==> config.mk <==
export PLATFORM = sky130hd
export DESIGN_NAME = dmem_access_ctrl
export DESIGN_NICKNAME = d
export VERILOG_FILES = /design/src/rtl/dmem_pkg.sv /design/src/rtl/lwlr_merge.sv /design/src/rtl/dmem_access_ctrl.sv
export SDC_FILE = /design/constraint.sdc
export NUM_CORES = 1
export LEC_CHECK = 0
export ABC_CLOCK_PERIOD_IN_PS = 1300
export CAP_MARGIN = 20
export CORE_MARGIN = 5
export CORE_UTILIZATION = 24
export DETAILED_ROUTE_END_ITERATION = 10
export PLACE_DENSITY = 0.76
export SLEW_MARGIN = 25
export SYNTH_ARGS = -nofsm -noshare
export SYNTH_HDL_FRONTEND = slang
export SYNTH_SLANG_ARGS = --single-unit
==> constraint.sdc <==
create_clock -name clk -period 1.3 [get_ports clk]
set_input_delay 0.26 -clock clk [delete_from_list [all_inputs] [get_ports clk]]
set_output_delay 0.26 -clock clk [all_outputs]
set_load 0.02 [all_outputs]
Run 1, signal wires on met4:
Supply wires on this layer in grey.
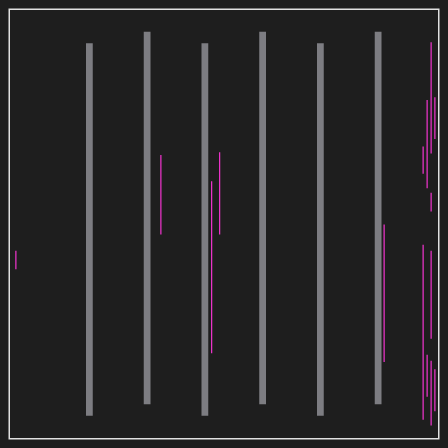
share of all routed wire	5.0%
wire length on this layer	275 µm
via total after detailed routing: 1590
drt total wl: 5460 µm

Run 1, sequential cells grouped by signal name:
Other sequential cells in the stronger grey, the rest of the logic in the fainter grey.
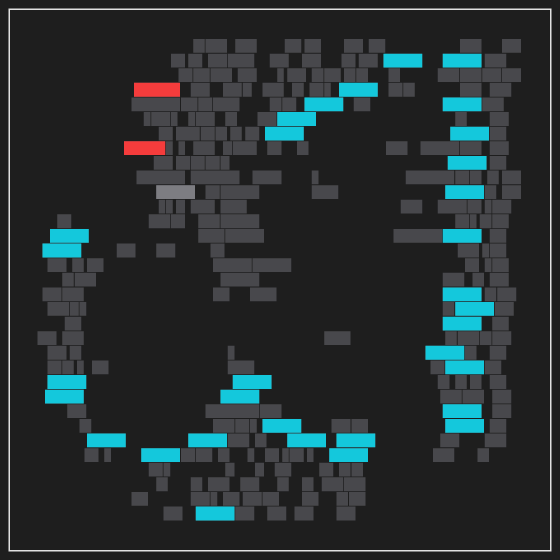
colour	name in the netlist	sequential cells
cyan	mem_rdata	32
red	state	2
not coloured	1
post-route core utilization: 37.3%
sequential fraction of total cell area: 23.4%
Flop+latch power: 0.00131 W
register area: 706 µm²

Run 1, clock routing:
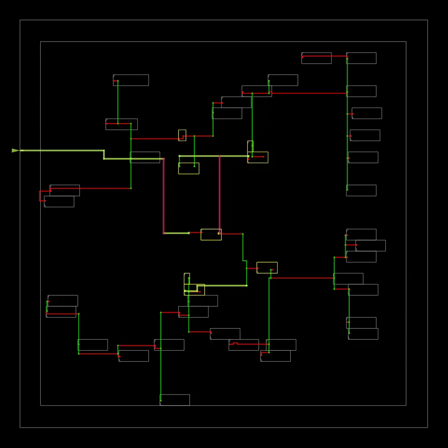
CTS Sinks: 35
clock network power consumption: 0.000752 W

==> run summary <==
Main metrics from the flow reports.

The initialized floorplan defines 33 standard-cell rows. The flow ran to the end, but the final reports show violations. The count of buffers from port buffering is about 75. The critical path required time is between 1 and 1.5 ns. Summed over all failing endpoints, the final setup total negative slack is -4.43 ns. The leakage power summed over all cells came out at ~1.3 nW.

The H-tree was split into 2 levels. The placeable core area is 8090 µm². The number of warnings reported in the yosys synthesis log is 0.

The flip-flop and latch count is 35. The number of global-route vias before repair came out at roughly 1600. No sink is reached through more buffers than the 2 on the longest clock path. The TritonCTS clock tree is built. Per the layout report, the design carries slightly above 800 filler cells. Nets still carrying antenna violations after routing amount to 0. In this run the power density over the cells is between 1000 and 1500 nW/µm². The overflow left after global routing came out at 0. The top-level I/O count is roughly 240. The post-synthesis instance area came out at about 2000 µm².

The portion of the post-synthesis area used by sequential elements is a little over a third. The dominant kind of cell is buffers. Listed in order, past its start point the critical path passes inv_4 > ha_1 > a31o_2 > buf_4.

The global placement routability congestion is between 0.7 and 0.8. The synthesized netlist was found by Yosys to have 241 cells. The number of setup buffers added after CTS is 8. The number of DRC violations after detailed-routing iteration 0 is 14.

The detailed-routing iteration count for the pre-antenna-repair pass came out at 3. The global-route usage over all layers came out at approximately 10%. For the pin with the worst max-slew slack, the measured transition is about 0.24 ns. In this design, the stage delay of the slowest critical-path cell is about 0.37 ns. The post-route fraction of the period consumed by the critical path is 119%. The area growth from synthesis to layout came out at 53.3%. The number of clock buffers in the layout came out at 7. According to the Yosys statistics, the synthesized design has a chip area of 1970 µm². The area share of buffers outside the clock network is 35.1%. On the critical path the data arrives at around 1.3 ns. The max-cap check violation count came out at 0.

The number of cell instances on the worst register-to-register path came out at 7. The number of distinct library cells after synthesis came out at 22. The number of hold buffers added after cts came out at 0. The average cell area after synthesis came out at about 8 µm². The number of antenna diodes in the final layout is 0.

For reference, the most critical setup path is categorized as reg -> out. The area of the multi-input gates came out at between 1000 and 1500 µm². The count of warning messages emitted by the tools is a little under 70. The script logs the mean routed wire length per placed instance as 14.4 µm. The final timing report counts setup violations totalling 38. The worst setup path is launched from a flip-flop. Entering global routing, the biggest net connects 19 pins. The TritonCTS buffer count is 5. The clock-cell share of area is roughly 2.7%. The max-slew violation count is 0.

In the final run the clock tree shows a worst skew of a little over 0.004 ns. The final hold violation count came out at 0. The share of layout cells above drive strength 1 is between 40% and 50%. The most critical hold endpoint after final layout shows a slack of between 0.4 and 0.5 ns.

The number of flip-flops under the largest register name is 32. The combinational share of cell area came out at approximately a third. Per the synth log, the flip-flop and latch total comes to 35. The sort of element at the end of the critical path is a primary output. The net count reported at finish is approximately 420. The non-clock buffer total of the final layout is 102.

The class of the most critical hold timing path is reg -> reg. The synthesized netlist cell count came out at 241. Looking at the worst setup and hold paths, the clock pins of their registers show a slew of 0.07 ns. The number of antenna violations at the first check in global routing is 0. Per the STA report, the cell with the highest stage delay on the worst path is sky130_fd_sc_hd__dfxtp_4.

The initial core utilization is 24.3%. Measured along the y axis, the die boundary spans 101 µm. Derived from the worst setup path, the maximum achievable clock frequency is 0.646 GHz. The total half-perimeter wirelength after legalization and detailed placement came out at between 3000 and 4000 µm. The routed layout reports a DRC error count of 0. The number of cells upsized or downsized after cts came out at 120. The largest vdd supply drop is about 440 µV. The final reports fail on setup timing. The least setup slack across all paths after layout came out at -0.249 ns. The register-to-register path setup slack is -0.25 ns. The number of nets at floorplan is 388. Per the skew report, the later register of the worst-skew pair sees a clock latency of ~0.28 ns. Setup repair after global routing could not meet its margin everywhere. The well tap count came out at about 110.

The final critical delay including setup and external delays is 1.55 ns. The wire length of the first global-routing pass is 7830 µm.
run 1: cell usage in the layout (no fill, tap or decap), types with 2 or more instances in the layout:
cell type,netlist,final
sky130_fd_sc_hd__clkdlybuf4s50_1,0,39
sky130_fd_sc_hd__nand2_2,0,37
sky130_fd_sc_hd__dfxtp_1,35,33
sky130_fd_sc_hd__dlygate4sd2_1,0,27
sky130_fd_sc_hd__nand2_1,70,19
sky130_fd_sc_hd__a21boi_1,8,18
sky130_fd_sc_hd__a21boi_2,0,14
sky130_fd_sc_hd__nand2_4,0,13
sky130_fd_sc_hd__buf_4,71,13
sky130_fd_sc_hd__buf_6,0,6
sky130_fd_sc_hd__buf_12,0,6
sky130_fd_sc_hd__clkbuf_8,0,5
sky130_fd_sc_hd__nor2b_4,0,3
sky130_fd_sc_hd__nor2b_1,5,3
sky130_fd_sc_hd__ha_4,0,3
sky130_fd_sc_hd__clkbuf_2,0,3
sky130_fd_sc_hd__inv_2,0,2
sky130_fd_sc_hd__mux2i_1,2,2
sky130_fd_sc_hd__ha_1,5,2
sky130_fd_sc_hd__clkbuf_1,3,2
sky130_fd_sc_hd__clkbuf_16,0,2
sky130_fd_sc_hd__clkdlybuf4s15_1,0,2
sky130_fd_sc_hd__buf_8,0,2
run 1: Yosys cell counts (all sizes together):
| cell type | number | area, µm² |
|---|---|---|
| a31o | 1 | 8.76 |
| o31ai | 1 | 7.51 |
| buf | 75 | 551 |
| nor3b | 1 | 7.51 |
| o21ai | 1 | 5.00 |
| inv | 3 | 11.3 |
| ha | 5 | 62.6 |
| and2 | 1 | 7.51 |
| nor2b | 6 | 40.0 |
| a311o | 1 | 10.0 |
| mux2i | 2 | 20.0 |
| clkbuf | 3 | 11.3 |
| nand2 | 70 | 263 |
| dfxtp | 35 | 701 |
| a21boi | 32 | 240 |
| nor2 | 2 | 7.51 |
| a21oi | 2 | 13.8 |
run 1: cells by family (layout without fill, tap and decap cells):
kind of cell,count (synthesis),count (layout),synth area share [%]
flip-flops,35,35,35.6
AND/OR/NAND/NOR,80,80,16.5
adder cells (fa/ha/maj),5,5,3.18
buffers and inverters,81,113,29.1
AND-OR/OR-AND,38,38,14.5
multiplexers,2,2,1.02
run 1: metal layers:
metal,vias to the layer above,part of all wire (%),GRT usage (%),wire [µm]
met5,-,0,0,0
met4,0,5.0,6.11,274
met3,30,9.1,3.74,495
met2,74,51,17.8,2790
met1,728,35,9.63,1900
li1,758,-,-,-
run 1: metrics by stage:
step	cells	setup slack, ns
finish	378	-0.249
global route	378	-0.313
CTS	379	-0.252
detailed placement	358	-0.558
global placement	358	-0.564
floorplan	241	-0.0766
run 1: power by group:
part	internal, W	total (W)	switching [W]
Sequential	0.00122	0.00131	0.0000935
Combinational	0.00103	0.00195	0.000924
Clock	0.000376	0.000752	0.000376
run 1: critical path: cells and delay by family (launching register included):
family          cells  cell delay [ns]
flops               1             0.37
compound gates      1             0.23
fa+ha+maj           1             0.21
buf+inv             2             0.19
Power figures rest on the tool's default switching activity, not on a simulated workload.
